==> config.mk <==
export PLATFORM = sky130hd
export DESIGN_NAME = sipo_deserializer
export DESIGN_NICKNAME = d
export VERILOG_FILES = /design/src/rtl/sipo_deserializer.sv
export SDC_FILE = /design/constraint.sdc
export NUM_CORES = 1
export LEC_CHECK = 0
export ABC_AREA = 1
export CAP_MARGIN = 10
export CORE_AREA = 10 10 47 49
export DETAILED_ROUTE_END_ITERATION = 10
export DIE_AREA = 0 0 57 59
export MAX_ROUTING_LAYER = met4
export PLACE_DENSITY = 0.75
export SLEW_MARGIN = 25
export SYNTH_ARGS = -nofsm -noshare
export SYNTH_HDL_FRONTEND = slang
export SYNTH_SLANG_ARGS = --single-unit
==> constraint.sdc <==
create_clock -name clk -period 3.1 [get_ports clk]
set_input_delay 0.62 -clock clk [delete_from_list [all_inputs] [get_ports clk]]
set_output_delay 0.62 -clock clk [all_outputs]
set_load 0.01 [all_outputs]
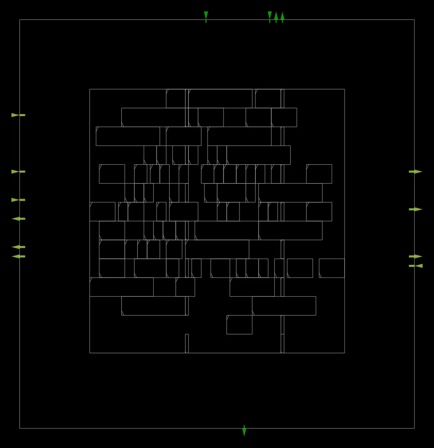
(cell placement)
Core Area: 0.00140 sq mm
# fillers: 147
flop count: 12
Core Util, Final: 52.7%
Layout Cells excl Fill: 95

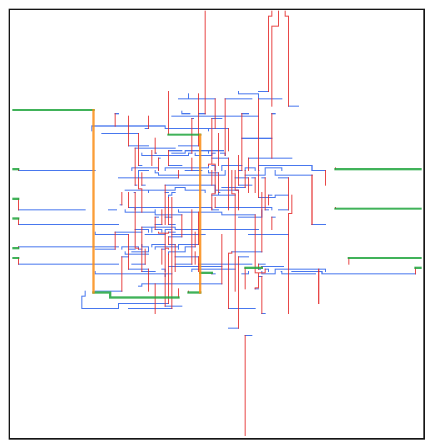
(routed metal, one color a layer)
legend:
  green:
    layer: metal 3
    wire_length: 70.8 um
  blue:
    layer: metal 1
    wire_length: 551 um
  red:
    layer: metal 2
    wire_length: 447 um
  orange:
    layer: metal 4
    wire_length: 46.9 um
WL/cell: 11.7 um
All-Layer GR Usage: 7.74%
via count: 454
Routed WL: 1120 um

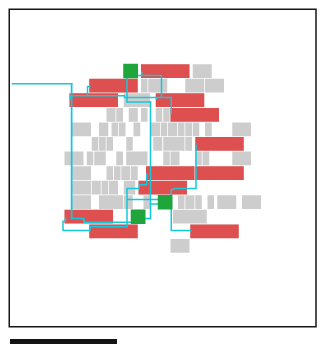
(clock distribution)
The bar under the picture is 20 um long.
legend:
  cyan:
    item: clock wires
    length: 182 um
  red:
    item: flip-flops
    count: 12
  green:
    item: clock drivers
    count: 3
routed clock nets: 4
Clk. pwr: 125 uW
latest clock arrival within the worst-skew pair: 280 ps
Clock Skews: 7.21 ps

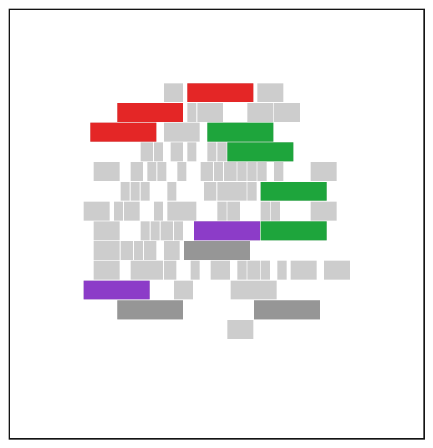
(sequential cells grouped by signal name)
Other sequential cells in the stronger gray, the rest of the logic in the fainter gray.
legend:
  purple:
    signal: bit_cnt
    flops: 2
  green:
    signal: parallel_out
    flops: 4
  red:
    signal: r_sreg
    flops: 3
Seq power: 167 uW
sequential share of cell area: 40.7%
sequential cell area: 300 sq um

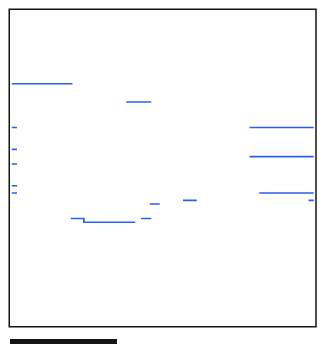
(signal wires on met3)
The bar under the picture is 20 um long.
share of all routed wire: 6.4%
main direction: horizontal
wire length on this layer: 70.8 um
M3 GR Usage: 3.22%

==> impl_metrics.toml <==
# generated from flow reports
[placed_design]
io_buffers = 14
gp_congestion = 0.843

[sta]
holdWs_ps = 483
max_freq_mhz = 526
tightest_slew_ps = 529
timing.slew.headroom_pct = 64.6
slew_viol_final = 0
rsz0062_at_grt = "no"
finalSetupViolCount = 0
fin_tns_setup_ps = 0
period_used_pct = 61.3

[yosys]
syn_area_per_cell_sq_um = 8.86
synth_area_sq_um = 549
synth_cell_types = 14
synth_nets = 69
synth_seq_share_pct = 54.7
topCellsByArea = "dfrtp_1, nand2_1, nand3_1"
synth-main-ff-cell = "dfrtp_1"
yosys-stat-area_sq_um = 549
yosysWarnings = 0
largest_area_cell = "dfrtp_1"
top_area_share_pct = 54.7
yosys_cells = 62
synth_cells = 62

[power]
total_power_uw = 331
cell_internal_pwr_uw = 253
irDropWorstVdd_mv = 0.238
power_density_mw_per_mm2 = 449
clockPowerShare_pct = 37.7
swShare_pct = 23.8
p_leak_uw = 0.000349
p_sw_uw = 78.8

[cts]
cts.repair.resized = 0
cts_buffers = 3
cts.path.max_buffers = 2
postCtsSetupBuffers = 0
path_clk_slew_ps = 80
cts.sinks = 12
cts_tree = "built"
htree_levels = 1

[floorplanning]
die-area_sq_mm = 0.00336
die.size.x_um = 57
rows = 14
ios = 15
fp-utilization_pct = 39.2
die_h_um = 59

[setup_path]
cp_num_buf_inv = 1
critPathMaxStageDelay_ps = 570
end_kind = "output port"
crit_chain = "clkdlybuf4s50_1"
cp_slowest_cell = "clkdlybuf4s50_1"
startpoint_type = "register"
worst-endpoint-required_ps = 2480
worst_r2r_path_depth = 6
cp_max_fo = 6
crit_cells = 1
crit_type = "reg2out"
crit_family = "buffers and inverters"

[route]
drtIter0Drc = 12
drc = 0
ant_nets = 0
vias_per_cell = 4.78
dr.pass1.iters = 4

[outcome]
status = "complete, no violations"

[hold_path]
worst_hold_path.num_cells = 2
hold_path.class = "reg2reg"

[run]
log.warning_count = 26
cap_violations = 0

[grt]
grt_pass1_vias = 441
globalRouteOverflowTotal = 0
grt_max_degree = 13
grt_pass1_wl_um = 1900
antenna_found_initial = 0

[finish]
mostFrequentLayoutCells = "nand2_1, clkdlybuf4s50_1, dfrtp_1"
layout_top_cell = "nand2_1"
drive_above_1_share_pct = 11.4
syn_to_final_growth_pct = 34.4
nNetsFinal = 87
power by group through the flow:
stage          registers (uW)  clock network (uW)  logic [uW]
2_1_floorplan             172                   0        16.2
3_3_place_gp              170                   0        39.6
3_5_place_dp              170                   0        40.3
4_1_cts                   167                 127        40.6
5_1_grt                   168                 136        44.0
6_report                  167                 125        39.7
cells by family after synthesis:
family	after synthesis	synth area share [%]
adders and majority gates	1	2.28
buffers and inverters	8	6.15
AOI/OAI and AO/OA	6	5.47
and+or+nand+nor	35	31.4
DFF	12	54.7
per-layer routing:
| layer | GRT usage, % | routed length (um) |
|---|---|---|
| met5 | - | 0 |
| met4 | 8.05 | 46 |
| met3 | 3.22 | 70 |
| met2 | 8.99 | 446 |
| met1 | 9.21 | 550 |
metrics by stage:
step / worst slack (ps) / std cells
6_report: 1200 / 95
5_1_grt: 1120 / 95
4_1_cts: 1190 / 95
3_5_place_dp: 1270 / 91
3_3_place_gp: 1310 / 91
2_1_floorplan: 1880 / 62
cell usage after synthesis (2+ instances only):
cell type	instances
inv_1	6
nand2_1	18
dfrtp_1	12
o21ai_1	5
nand3_1	6
nand2_4	2
nor2_1	6
area by class of cell:
class	count	area, sq um	share of cell area (%)
inverter	7	26.3	3.56
multi-input combinational	42	215	29.2
sequential	12	300	40.7
timing repair buffer	14	140	19.0
clock buffer	4	36.3	4.92
tap	16	20.0	2.71
No activity file was given, so power comes from the tool's default toggle rates.
